### config.mk
export PLATFORM = sky130hd
export DESIGN_NAME = ambiente_robo
export DESIGN_NICKNAME = d
export VERILOG_FILES = /design/src/rtl/ambiente_robo.sv
export SDC_FILE = /design/constraint.sdc
export NUM_CORES = 1
export LEC_CHECK = 0
export CAP_MARGIN = 20
export CORE_MARGIN = 4
export CORE_UTILIZATION = 43
export DETAILED_ROUTE_END_ITERATION = 12
export GPL_TIMING_DRIVEN = 0
export SETUP_SLACK_MARGIN = 0.2
export SLEW_MARGIN = 20
export SYNTH_ARGS = -nofsm -noshare
export SYNTH_HDL_FRONTEND = slang
export SYNTH_SLANG_ARGS = --single-unit
### constraint.sdc
create_clock -name clock -period 3.9 [get_ports clock]
set_clock_uncertainty 0.2 [all_clocks]
set_input_delay 0.585 -clock clock [delete_from_list [all_inputs] [get_ports clock]]
set_output_delay 0.585 -clock clock [all_outputs]
set_load 0.05 [all_outputs]
### src/rtl/ambiente_robo.sv
// Behavioural 8x8 grid-world environment for the debris-clearing robot controller.
// Optional statistics outputs (n_passos, n_colisoes) are built when AMBIENTE_ESTAT_EN is defined.
module ambiente_robo #(
    parameter logic [63:0] WALL_MAP       = 64'h0,
    parameter logic [63:0] DEBRIS_MAP     = 64'h0,
    parameter int          START_X        = 0,
    parameter int          START_Y        = 0,
    parameter int          START_DIR      = 0,
    parameter int          GOAL_X         = 7,
    parameter int          GOAL_Y         = 7,
    parameter int          COLLECT_CYCLES = 4
) (
    input  logic       clock,
    input  logic       reset,
    input  logic       avancar,
    input  logic       girar,
    input  logic       recolher_entulho,
    output logic       head,
    output logic       left,
    output logic       under,
    output logic       barrier,
    output logic [2:0] pos_x,
    output logic [2:0] pos_y,
    output logic [1:0] direcao,
    output logic       colisao,
    output logic       entulho_removido,
`ifdef AMBIENTE_ESTAT_EN
    output logic [15:0] n_passos,
    output logic [7:0]  n_colisoes,
`endif
    output logic       cmd_invalido
);

    localparam logic [3:0] LAST_CNT = 4'(COLLECT_CYCLES - 1);

    logic [63:0] debris;
    logic [3:0]  coleta_cnt;

    // 4-bit two's-complement step; any result with bit 3 set is outside 0..7
    function automatic logic [3:0] delta_x(input logic [1:0] d);
        case (d)
            2'd1:    delta_x = 4'b0001;
            2'd3:    delta_x = 4'b1111;
            default: delta_x = 4'b0000;
        endcase
    endfunction

    function automatic logic [3:0] delta_y(input logic [1:0] d);
        case (d)
            2'd0:    delta_y = 4'b0001;
            2'd2:    delta_y = 4'b1111;
            default: delta_y = 4'b0000;
        endcase
    endfunction

    logic [1:0] left_dir;
    logic [3:0] ahead_x, ahead_y, left_x, left_y;
    logic       ahead_in, left_in;
    logic [5:0] ahead_idx, left_idx;

    always_comb begin
        left_dir  = direcao + 2'd3;
        ahead_x   = {1'b0, pos_x} + delta_x(direcao);
        ahead_y   = {1'b0, pos_y} + delta_y(direcao);
        left_x    = {1'b0, pos_x} + delta_x(left_dir);
        left_y    = {1'b0, pos_y} + delta_y(left_dir);
        ahead_in  = ~ahead_x[3] & ~ahead_y[3];
        left_in   = ~left_x[3] & ~left_y[3];
        ahead_idx = {ahead_y[2:0], ahead_x[2:0]};
        left_idx  = {left_y[2:0], left_x[2:0]};
        head      = ~ahead_in | WALL_MAP[ahead_idx];
        barrier   = ahead_in & ~WALL_MAP[ahead_idx] & debris[ahead_idx];
        left      = ~left_in | WALL_MAP[left_idx];
        under     = (pos_x == 3'(GOAL_X)) && (pos_y == 3'(GOAL_Y));
    end

    logic multi_cmd, do_move, do_refuse;

    always_comb begin
        multi_cmd = (avancar & girar) | (avancar & recolher_entulho) | (girar & recolher_entulho);
        do_move   = avancar & ~girar & ~recolher_entulho & ~head & ~barrier;
        do_refuse = avancar & ~girar & ~recolher_entulho & (head | barrier);
    end

    always_ff @(posedge clock) begin
        if (!reset) begin
            pos_x            <= 3'(START_X);
            pos_y            <= 3'(START_Y);
            direcao          <= 2'(START_DIR);
            debris           <= DEBRIS_MAP & ~WALL_MAP;
            coleta_cnt       <= 4'd0;
            colisao          <= 1'b0;
            entulho_removido <= 1'b0;
            cmd_invalido     <= 1'b0;
        end else begin
            // pulses and the collection count drop unless the branch below keeps them
            colisao          <= do_refuse;
            entulho_removido <= 1'b0;
            cmd_invalido     <= multi_cmd;
            coleta_cnt       <= 4'd0;
            if (recolher_entulho) begin
                if (barrier) begin
                    if (coleta_cnt == LAST_CNT) begin
                        debris[ahead_idx] <= 1'b0;
                        entulho_removido  <= 1'b1;
                    end else begin
                        coleta_cnt <= coleta_cnt + 4'd1;
                    end
                end
            end else if (girar) begin
                direcao <= direcao + 2'd3;
            end else if (do_move) begin
                pos_x <= ahead_x[2:0];
                pos_y <= ahead_y[2:0];
            end
        end
    end

`ifdef AMBIENTE_ESTAT_EN
    always_ff @(posedge clock) begin
        if (!reset) begin
            n_passos   <= 16'd0;
            n_colisoes <= 8'd0;
        end else begin
            if (do_move && n_passos != 16'hFFFF)
                n_passos <= n_passos + 16'd1;
            if (do_refuse && n_colisoes != 8'hFF)
                n_colisoes <= n_colisoes + 8'd1;
        end
    end
`endif

endmodule

==> results.ini, run 1 <==
[run_status]
status = finished with violations
violations = negative setup slack

[die]
dieArea_um2 = 10100
die_x_um = 101
fp-utilization = 0.446

[critical_path]
slowest_delay_ns = 0.52
worst_path_most_repeated_cell = buf_8
crit_fanout = 7
critPathKind = register to output pin
worstReg2RegStart = direcao[0]
path_cells = ha_4 -> buf_6 -> xor2_1 -> ha_1 -> buf_8 -> buf_12 -> mux4_2 -> a2111oi_2 -> o41a_1 -> nor3_4 -> buf_12 -> buf_8 -> buf_8
cp.depth = 13
path_buffers = 6
reg2reg_to = debris[14]
crit_start = direcao[0]
cp.required_ns = 3.12

[final_timing]
fin_crit_sh = 1.07
tightest_slew_ns = 0.849
fin_crit_ns = 4.17
setup_ws_ns = -0.267
grt_setup_unrepaired = yes
hold_slack_ns = 0.231
fmax_mhz = 240
setup_viol = 1
final-max-slew-violation-count = 0

[global_route]
grt_util_met1 = 0.245
grt_use_met3 = 0.0554
grt_pass1_wl_mm = 15.5
overflow = 0
antenna_found_initial = 0
met2_usage = 0.326

[layout]
n_fill_cell = 774
regArea_um2 = 1590
mi_logic_area_um2 = 2070
syn_to_final_growth_pct = 24.5
antennaDiodeCount = 0
final_net_count = 447
final_cell_mix = nand2_1, dfxtp_1, a31oi_1

[clock_tree]
cts_max_level = 3
cts_tree = done
clk_pin_slew_ns = 0.09
cts.sink_count = 79
clockBufferDepth = 2
cts-root-buf = clkbuf_8

[route]
met2WireLength_mm = 4.71
vias = 3066
top_layer_used = met4
antenna_left = 0
drc_errors = 0
wl_met1_mm = 4.03
drtPass1Iterations = 4
wl_mm = 9.56

[worst_hold_path]
hold_path_class = register to register

[logic_synthesis]
ys.flop_type = dfxtp_1
ys_cells = 380
synth_seq_share = 0.430
ys_types = 44
synth_area_um2 = 3680
ys_warn_count = 0
edf_count = 0
numSynthFlops = 79

[power_and_ir_drop]
power.density_nw_per_um2 = 422
ir_drop_mv = 0.278
p_leak_nw = 1.81

[placed_design]
dpl_cell_area_um2 = 4060
io_buffers = 18
dpl.hpwl_mm = 6.37

[run]
timing.max_cap.violations = 0

[run 1: layout make-up]
type,count,share of cell area
Multi-Input combinational cell,270,0.453
Sequential cell,79,0.347
Timing Repair Buffer,34,0.0751
Buffer,29,0.0401
Tap cell,105,0.0287
Clock inverter,7,0.0279
Clock buffer,9,0.0270
Inverter,2,0.00164
[run 1: power breakdown]
part | internal, W | switching, W
Clock | 0.000435 | 0.000328
Combinational | 0.000134 | 0.000221
Sequential | 0.000811 | 0.00000584
Total | 0.00138 | 0.000554
[run 1: flip-flops by register name, indices dropped and copies added (netlist names)]
name	count
direcao	2
pos_x	3
debris	64
colisao	1
cmd_invalido	1
pos_y	3
coleta_cnt	4
entulho_removido	1
[run 1: cell usage after synthesis (2+ instances only)]
| cell type | count | area share |
|---|---|---|
| nand2b_1 | 2 | 0.0034 |
| dfxtp_1 | 79 | 0.43 |
| nand3b_1 | 2 | 0.0041 |
| nor3b_1 | 4 | 0.0082 |
| inv_1 | 2 | 0.0020 |
| ha_1 | 16 | 0.054 |
| xnor2_1 | 3 | 0.0071 |
| nand3_1 | 2 | 0.0027 |
| xor2_1 | 5 | 0.012 |
| clkbuf_1 | 11 | 0.011 |
| nor4b_1 | 2 | 0.0048 |
| buf_2 | 11 | 0.015 |
| nand2_1 | 83 | 0.085 |
| and3_1 | 7 | 0.012 |
| a21o_1 | 3 | 0.0061 |
| nor2_1 | 14 | 0.014 |
| and3b_1 | 3 | 0.0071 |
| buf_1 | 6 | 0.0061 |
| a2111oi_0 | 2 | 0.0048 |
| mux2i_1 | 12 | 0.033 |
| mux4_2 | 16 | 0.098 |
| a221oi_1 | 2 | 0.0048 |
| nor2b_1 | 4 | 0.0068 |
| a31oi_1 | 64 | 0.11 |
| a21oi_1 | 6 | 0.0082 |
[run 1: logic make-up after synthesis]
group	count (synthesis)	share of synthesized area
fa+ha+maj	17	0.0598
mux	28	0.131
xor+xnor	10	0.0309
simple gates	130	0.162
flops	79	0.430
buf+inv	31	0.0364
compound gates	85	0.150
[run 1: tightest hold or removal path: stages, from the launching register on]
cell     delay (ns)
dfxtp_1        0.31
nand2_1        0.05
a31oi_1        0.03
[run 1: per-stage QoR]
| step | instances | setup WS [ns] | power [W] |
|---|---|---|---|
| detailed placement | 503 | -1.21 | 0.00113 |
| floorplan | 380 | 0.204 | 0.00104 |
| CTS | 532 | -0.282 | 0.00195 |
| finish | 535 | -0.267 | 0.00193 |
| global route | 535 | -0.367 | 0.00201 |
| global placement | 503 | -1.13 | 0.00112 |
[run 1: repair_timing]
action                                  in CTS  in global routing
setup buffers                               12                  3
endpoints found under the setup margin      77                  8
pin swaps                                    7                  2
resized                                     33                  3
hold buffers                                 0                  0
gates cloned                                 1                  0
[run 1: how the worst min path moves through the flow]
stage / endpoint / start / depth (start not counted)
5_1_grt: debris[37] / debris[37] / 2
4_1_cts: debris[33] / debris[33] / 2
6_report: debris[30] / debris[30] / 2
3_3_place_gp: debris[1] / debris[1] / 2
2_1_floorplan: debris[0] / debris[0] / 2
3_5_place_dp: debris[23] / debris[23] / 2
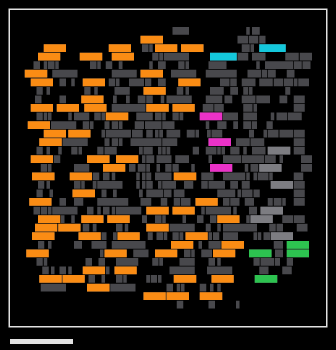
Run 1: register map, names as in the netlist
Scale bar: 20 um. Other sequential cells in the stronger gray, the rest of the logic in the fainter gray.
`pos_x` -> magenta  # placed flops 3
`debris` -> orange  # placed flops 64
`direcao` -> cyan  # placed flops 2
`coleta_cnt` -> green  # placed flops 4, where lower right
not colored = 6

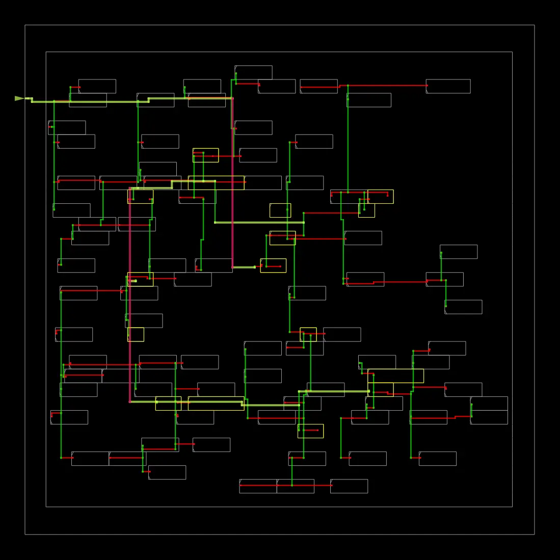
Run 1: clock wiring as the flow saved it
num sequential: 79
CLK BUF: 9
clk pwr: 0.000763 W

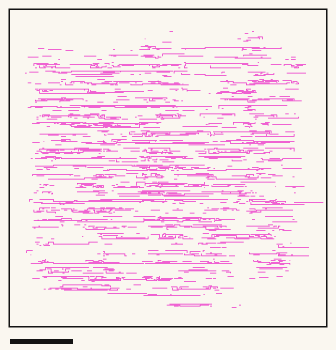
Run 1: signal wires on met1
Scale bar: 20 um.
share of all routed wire = 42%
longest straight run = 33.6 um
wire length on this layer = 4030 um
main direction = horizontal

Run 1, close-up of the layout:
Scale bar: 20 um. Window x 25 to 75, y 45 to 95 um. Cells in gray, sequential cells in the stronger gray; small squares are vias.
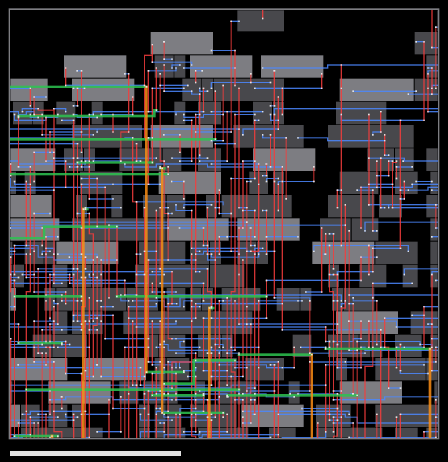

==> run 2: changes to the inputs <==
--- a/config.mk
+++ b/config.mk
@@ -10,6 +10,7 @@
 export CORE_UTILIZATION = 43
 export DETAILED_ROUTE_END_ITERATION = 12
 export GPL_TIMING_DRIVEN = 0
+export RECOVER_POWER = 25
 export SETUP_SLACK_MARGIN = 0.2
 export SLEW_MARGIN = 20
 export SYNTH_ARGS = -nofsm -noshare
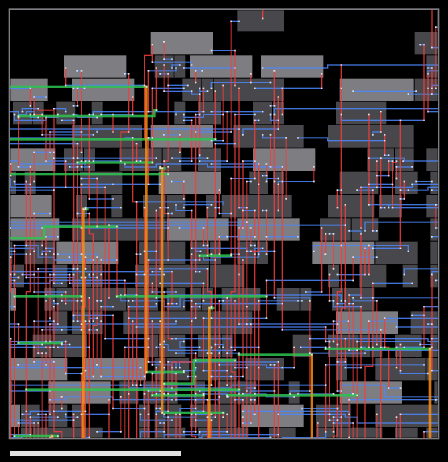
Run 2: close-up of the layout
Scale bar: 20 um. Window x 25 to 75, y 45 to 95 um. Cells in gray, sequential cells in the stronger gray; small squares are vias.
M4 -> orange
M2 -> red
M3 -> green
M1 -> blue
sequential cells in the window = 23
cells with their middle in the window = 139
netlist names of flops here include = `debris` (19), `pos_x` (3)
most frequent = nand2_1 (27), dfxtp_1 (22), a31oi_1 (18)

==> run 2 against run 1 <==
  * The flow still finishes with violations (negative setup slack)
  * Wire length stayed put
  * Hold slack stayed put
  * Flip-flop count did not move
  * Clock-buffer cell count did not move
  * Non-clock buffer count is the same
  * Largest power group unchanged
  * Largest cell class unchanged
==> results.ini, run 2 <==
[critical_path]
path_cells = ha_4 -> buf_6 -> xor2_1 -> ha_1 -> buf_8 -> buf_12 -> mux4_2 -> a2111oi_2 -> o41a_1 -> nor3_4 -> buf_12 -> buf_8 -> buf_8
reg2reg_to = debris[14]
cp.required_ns = 3.12  ; about the same
worstReg2RegStart = direcao[0]
crit_fanout = 7  ; unchanged
path_buffers = 6  ; unchanged
slowest_delay_ns = 0.52  ; about the same
worstPathArrival_ns = 3.38
reg2reg_depth = 15
crit_path_top_delay_cell = mux4_2
critPathKind = register to output pin
worst_path_most_repeated_cell = buf_8

[logic_synthesis]
async_flop_share = 0
synth.top_cells.by_count = nand2_1, dfxtp_1, a31oi_1
synth_area_um2 = 3680  ; unchanged
synth_top_cell_by_count = nand2_1
ys.flop_type = dfxtp_1
ys_area_um2 = 3680
ys_types = 44  ; unchanged
top_area_cell = dfxtp_1
numSynthFlops = 79  ; unchanged
ys_cells = 380  ; unchanged
top_cell_area_share = 0.430  ; unchanged
synth_seq_share = 0.430  ; unchanged
top_cells_by_area = dfxtp_1, a31oi_1, mux4_2
syn_nets = 402
edf_count = 0  ; unchanged
ys_warn_count = 0  ; unchanged

[final_timing]
fmax_mhz = 240  ; about the same
fin_crit_ns = 4.17  ; +0.00172 ns
grt_setup_unrepaired = yes
setup_ws_ns = -0.268  ; -0.00172 ns
final-max-slew-violation-count = 0  ; unchanged
hold_slack_ns = 0.231  ; unchanged
fin_crit_sh = 1.07  ; about the same
setup_viol = 1  ; unchanged
tightest_slew_ns = 0.847  ; -0.00283 ns

[run]
tool_warnings = 33
timing.max_cap.violations = 0  ; unchanged

[clock_tree]
clk_pin_slew_ns = 0.09  ; about the same
cts_max_level = 3  ; unchanged
cts_tree = done
holdBufCountCts = 0  ; unchanged
clockBufferDepth = 2  ; unchanged
clk_latency_ns = 0.36
cts-root-buf = clkbuf_8
cts.sink_count = 79  ; unchanged

[global_route]
grt_pass1_wl_mm = 15.5  ; unchanged
grt_pass1_vias = 3073
overflow = 0  ; unchanged
antenna_found_initial = 0  ; unchanged

[die]
rows = 33
dieArea_um2 = 10100  ; unchanged
ioPinCount = 20
die_x_um = 101  ; unchanged
fp-utilization = 0.446  ; unchanged

[route]
wl_mm = 9.56  ; unchanged
drtPass1Iterations = 4  ; unchanged
vias = 3069  ; +0.098%
drc_errors = 0  ; unchanged
wl_per_cell_um = 17.9
antenna_left = 0  ; unchanged

[layout]
mostFrequentLayoutCell = nand2_1
final_cell_mix = nand2_1, dfxtp_1, a31oi_1
n_fill_cell = 774  ; unchanged
regMostFlops = debris
drive_gt1_frac = 0.198
final_net_count = 447  ; unchanged
largest_reg_flops = 64  ; unchanged
syn_to_final_growth_pct = 24.5  ; unchanged
reg_top3 = debris x64, coleta_cnt x4
antennaDiodeCount = 0  ; unchanged

[worst_hold_path]
min_to = debris[30]
hold_path_class = register to register
hp-start = debris[30]
hold_depth = 2  ; unchanged

[run_status]
violations = negative setup slack
status = finished with violations

[placed_design]
io_buffers = 18  ; unchanged
dpl.hpwl_mm = 6.37  ; unchanged

[power_and_ir_drop]
p_leak_nw = 1.85  ; +1.9%
power.density_nw_per_um2 = 422  ; about the same
power.total_w = 0.00193  ; about the same
ir_drop_mv = 0.278  ; about the same

==> run 2: cell counts after synthesis <==
Identical to the previous run, type by type.
==> run 2: per-layer routing <==
layer	vias up	global-route usage	part of all wire
li1	1479	-	-
met3	24	0.0554	0.057
met1	1488	0.245	0.42
met4	0	0.0995	0.029
met2	78	0.326	0.49
met5	-	0	0
==> run 2: cells by family (layout without fill, tap and decap cells) <==
kind of cell             Yosys count  count (layout)  share of synthesized area
flip-flops                        79              79                      0.430
adder cells (fa/ha/maj)           17              17                     0.0598
multiplexers                      28              28                      0.131
XOR/XNOR                          10              10                     0.0309
buffers and inverters             31              81                     0.0364
AND/OR/NAND/NOR                  130             130                      0.162
AND-OR/OR-AND                     85              85                      0.150
==> run 2: final cells by class <==
cell class                 instances  area (um^2)  share of cell area
inverter                           2         7.51             0.00164
clock buffer                       9          124              0.0270
sequential                        79         1590               0.347
clock inverter                     7          128              0.0279
timing repair buffer              34          344              0.0751
multi-input combinational        270         2070               0.453
tap                              105          131              0.0287
buffer                            29          184              0.0401
==> run 2: where the power goes <==
part           switching [W]  internal (W)  total (W)
registers         0.00000573      0.000811   0.000817
clock network       0.000328      0.000435   0.000763
logic               0.000221      0.000132   0.000353
total               0.000554       0.00138    0.00193
==> run 2: repair_timing <==
| action | in CTS | in global routing |
|---|---|---|
| pin swaps | 7 | 2 |
| cloned | 1 | 0 |
| setup endpoints to repair | 77 | 8 |
| gates resized | 33 | 3 |
| setup buffers | 12 | 3 |
==> run 2: tightest hold or removal path, cell delays in order (launching register included) <==
cell and delay, ns:
dfxtp_1 0.31, nand2_1 0.05, a31oi_1 0.03
==> run 2: worst max-delay path by stage <==
stage	slack, ns	endpoint	cells after the start	from
2_1_floorplan	0.20	barrier	11	direcao[0]
3_3_place_gp	-1.13	barrier	12	direcao[0]
3_5_place_dp	-1.21	barrier	12	direcao[0]
4_1_cts	-0.28	barrier	13	direcao[0]
5_1_grt	-0.37	barrier	14	direcao[0]
6_report	-0.27	barrier	13	direcao[0]
==> run 2: per-stage QoR <==
| step | worst slack [ns] | cell area, um^2 | util | std cells | TNS, ns |
|---|---|---|---|---|---|
| global placement | -1.13 | 4040 | 0.490 | 503 | -5.95 |
| global route | -0.367 | 4580 | 0.555 | 535 | -0.367 |
| detailed placement | -1.21 | 4060 | 0.492 | 503 | -11.54 |
| CTS | -0.282 | 4550 | 0.551 | 532 | -0.282 |
| floorplan | 0.204 | 3730 | - | 380 | 0 |
| finish | -0.268 | 4580 | 0.555 | 535 | -0.268 |
Run 2, register map, names as in the netlist:
Scale bar: 20 um. Other sequential cells in the stronger gray, the rest of the logic in the fainter gray.
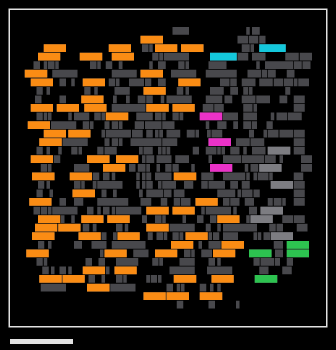

==> run 3: changes to the inputs <==
--- a/config.mk
+++ b/config.mk
@@ -6,7 +6,7 @@
 export NUM_CORES = 1
 export LEC_CHECK = 0
 export CAP_MARGIN = 20
-export CORE_MARGIN = 4
+export CORE_MARGIN = 3
 export CORE_UTILIZATION = 43
 export DETAILED_ROUTE_END_ITERATION = 12
 export GPL_TIMING_DRIVEN = 0
==> constraint.sdc (replaced) <==
create_clock -name clock -period 5.36 [get_ports clock]
set_clock_uncertainty 0.2 [all_clocks]
set_input_delay 0.804 -clock clock [delete_from_list [all_inputs] [get_ports clock]]
set_output_delay 0.804 -clock clock [all_outputs]
set_load 0.05 [all_outputs]
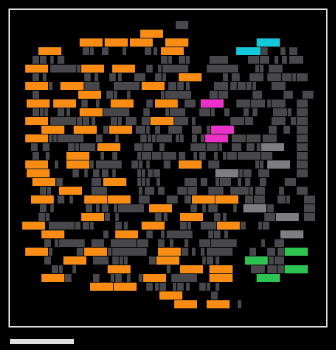
Run 3: register map, names as in the netlist
Scale bar: 20 um. Other sequential cells in the stronger gray, the rest of the logic in the fainter gray.
`debris` -> orange  # placed flops 64
`direcao` -> cyan  # placed flops 2
`pos_x` -> magenta  # placed flops 3
`coleta_cnt` -> green  # placed flops 4, where lower right
not colored = 6

==> run 3 against run 2 <==
  * The flow now finishes without violations
  * Cell count decreased by 2.8%
  * Setup slack improved by 0.67 ns
  * Hold slack barely moved
  * Utilization fell by 4.2 points
  * Synthesized cell count is the same
  * Clock power decreased by 41%
  * Sequential share of layout area is 2.7 points higher
  * Area after synthesis is the same
==> results.ini, run 3 <==
[placed_design]
io_buffers = 18  ; unchanged
preCtsSetupSlack_ns = -0.213  ; +0.999 ns
gp_congestion = 0.825
dp.cells = 503  ; unchanged
dpl.hpwl_mm = 6.19  ; -2.8%

[logic_synthesis]
ys_types = 44  ; unchanged
synth.top_cells.by_count = nand2_1, dfxtp_1, a31oi_1
synthCells = 380
ys.flop_type = dfxtp_1
ys_cells = 380  ; unchanged
ys_warn_count = 0  ; unchanged
async_flop_share = 0  ; unchanged
top_cells_by_area = dfxtp_1, a31oi_1, mux4_2
top_cell_area_share = 0.430  ; unchanged
syn_nets = 402  ; unchanged
numSynthFlops = 79  ; unchanged
synth_seq_share = 0.430  ; unchanged
synth_area_um2 = 3680  ; unchanged
synth_top_cell_by_count = nand2_1
avgSynthCellArea_um2 = 9.68
ys_area_um2 = 3680  ; unchanged
edf_count = 0  ; unchanged
top_area_cell = dfxtp_1

[route]
wl_per_cell_um = 17.7  ; -0.79%
wl_mm = 9.22  ; -3.6%
drtPass1Iterations = 4  ; unchanged
drc_errors = 0  ; unchanged
drt_first_iter_violations = 217
vias = 2989  ; -2.6%
via_per_inst = 5.75
antenna_left = 0  ; unchanged

[critical_path]
start_kind = register
worstPathArrival_ns = 3.95  ; +0.57 ns
path_cells = ha_1 -> buf_2 -> xor2_1 -> ha_1 -> buf_4 -> mux4_2 -> a2111oi_0 -> o41a_1 -> nor3_4 -> buf_2 -> clkdlybuf4s15_2
cp.required_ns = 4.36  ; +1.24 ns
endpoint_kind = output pin
slowest_delay_ns = 0.60  ; +0.08 ns
critPathKind = register to output pin
crit_path_top_delay_cell = a2111oi_0
crit_fanout = 10  ; +3

[die]
die_x_um = 98.5  ; -2.0%
rows = 33  ; unchanged
fp-utilization = 0.446  ; unchanged
die_height_um = 98.5
core-area_um2 = 8260
ioPinCount = 20  ; unchanged
dieArea_um2 = 9700  ; -3.9%

[power_and_ir_drop]
p_leak_nw = 1.70  ; -7.8%
power.density_nw_per_um2 = 296  ; -30%
power.total_w = 0.00125  ; -35%
ir_drop_mv = 0.144  ; -48%

[layout]
final_cell_mix = nand2_1, dfxtp_1, a31oi_1
stdcell_count = 520  ; -2.8%
largest_reg_flops = 64  ; unchanged
drive_gt1_frac = 0.137  ; -0.0603
antennaDiodeCount = 0  ; unchanged
syn_to_final_growth_pct = 15.1
mostFrequentLayoutCell = nand2_1
regMostFlops = debris
final_net_count = 432  ; -3.4%
reg_top3 = debris x64, coleta_cnt x4

[worst_hold_path]
hold_path_class = register to register

[clock_tree]
holdBufCountCts = 0  ; unchanged
clk_latency_ns = 0.35  ; about the same
cts.sink_count = 79  ; unchanged
cts_buffers = 9
clk_pin_slew_ns = 0.08  ; about the same
clockBufferDepth = 2  ; unchanged
cts_tree = done
cts_max_level = 3  ; unchanged
cts-root-buf = clkbuf_8

[global_route]
grt_pass1_vias = 2861  ; -6.9%
overflow = 0  ; unchanged
antenna_found_initial = 0  ; unchanged
grt_pass1_wl_mm = 14.9  ; -4.0%
track_usage = 0.194
grt_max_degree = 15

[final_timing]
setup_viol = 0  ; -1
fin_crit_sh = 0.925
grt_setup_unrepaired = no
fin_crit_ns = 4.96
slew_headroom = 0.283
final-max-slew-violation-count = 0  ; unchanged
tightest_slew_ns = 1.06  ; +0.218 ns
fmax_mhz = 202
setup_ws_ns = 0.404  ; +0.672 ns
hold_viol = 0

[run]
tool_warnings = 31  ; -6.1%
timing.max_cap.violations = 0  ; unchanged

[run_status]
status = finished clean

[run 3: cell type report]
class                      count  area (um^2)
fill                         799         4020
clock buffer                  10          128
sequential                    79         1580
multi-input combinational    270         1990
clock inverter                 6         68.8
timing repair buffer          19          189
tap                          105          131
inverter                       2         7.51
buffer                        29          139
[run 3: routing by layer]
layer | global-route usage | wire, um | vias up
met4 | 0.0714 | 159 | 0
met2 | 0.321 | 4410 | 81
met1 | 0.256 | 4050 | 1444
met3 | 0.0318 | 601 | 16
li1 | - | - | 1448
met5 | 0 | 0 | -
[run 3: what timing repair did]
| action | CTS | global route |
|---|---|---|
| resized | 7 | 8 |
| pin swaps | 1 | 1 |
| buffers inserted | 1 | 0 |
| cloned | 0 | 0 |
| setup endpoints to repair | 1 | 1 |
| endpoints found under the hold margin | 0 | 0 |
[run 3: report_power, final]
part / switching, W / total [W] / internal (W)
Combinational: 0.000148 / 0.000212 / 0.0000640
Sequential: 0.00000472 / 0.000595 / 0.000590
Clock: 0.000228 / 0.000447 / 0.000219
Total: 0.000381 / 0.00125 / 0.000873
[run 3: path summary, 6_finish.rpt]
kind | slack, ns | to | cells past startpoint | from
max reg2reg | 1.24 | pos_x[1] | 12 | direcao[0]
max | 0.40 | barrier | 11 | direcao[0]
min reg2reg | 0.23 | debris[44] | 2 | debris[44]
min | 0.23 | debris[44] | 2 | debris[44]
[run 3: kinds of logic after synthesis]
kind of cell / Yosys count / synth area share
AND/OR/NAND/NOR: 130 / 0.162
AND-OR/OR-AND: 85 / 0.150
flip-flops: 79 / 0.430
buffers and inverters: 31 / 0.0364
multiplexers: 28 / 0.131
adder cells (fa/ha/maj): 17 / 0.0598
XOR/XNOR: 10 / 0.0309
[run 3: through the flow]
step	cell area [um^2]	TNS, ns	hold WS [ns]	utilization
6_report	4240	0	0.230	0.513
5_1_grt	4240	0	0.247	0.513
4_1_cts	4230	0	0.231	0.512
3_5_place_dp	4010	-0.213	0.220	0.486
3_3_place_gp	3990	-0.202	0.215	0.483
2_1_floorplan	3680	0	0.209	-
[run 3: critical path, delay by kind of cell (launching register included)]
| family | cells | cell delay [ns] |
|---|---|---|
| AOI/OAI and AO/OA | 2 | 0.92 |
| xor gates and xnor gates | 1 | 0.09 |
| adders and majority gates | 2 | 0.53 |
| buffers and inverters | 4 | 0.99 |
| DFF | 1 | 0.46 |
| muxes | 1 | 0.54 |
| and+or+nand+nor | 1 | 0.06 |
Power and IR drop assume default switching activity.
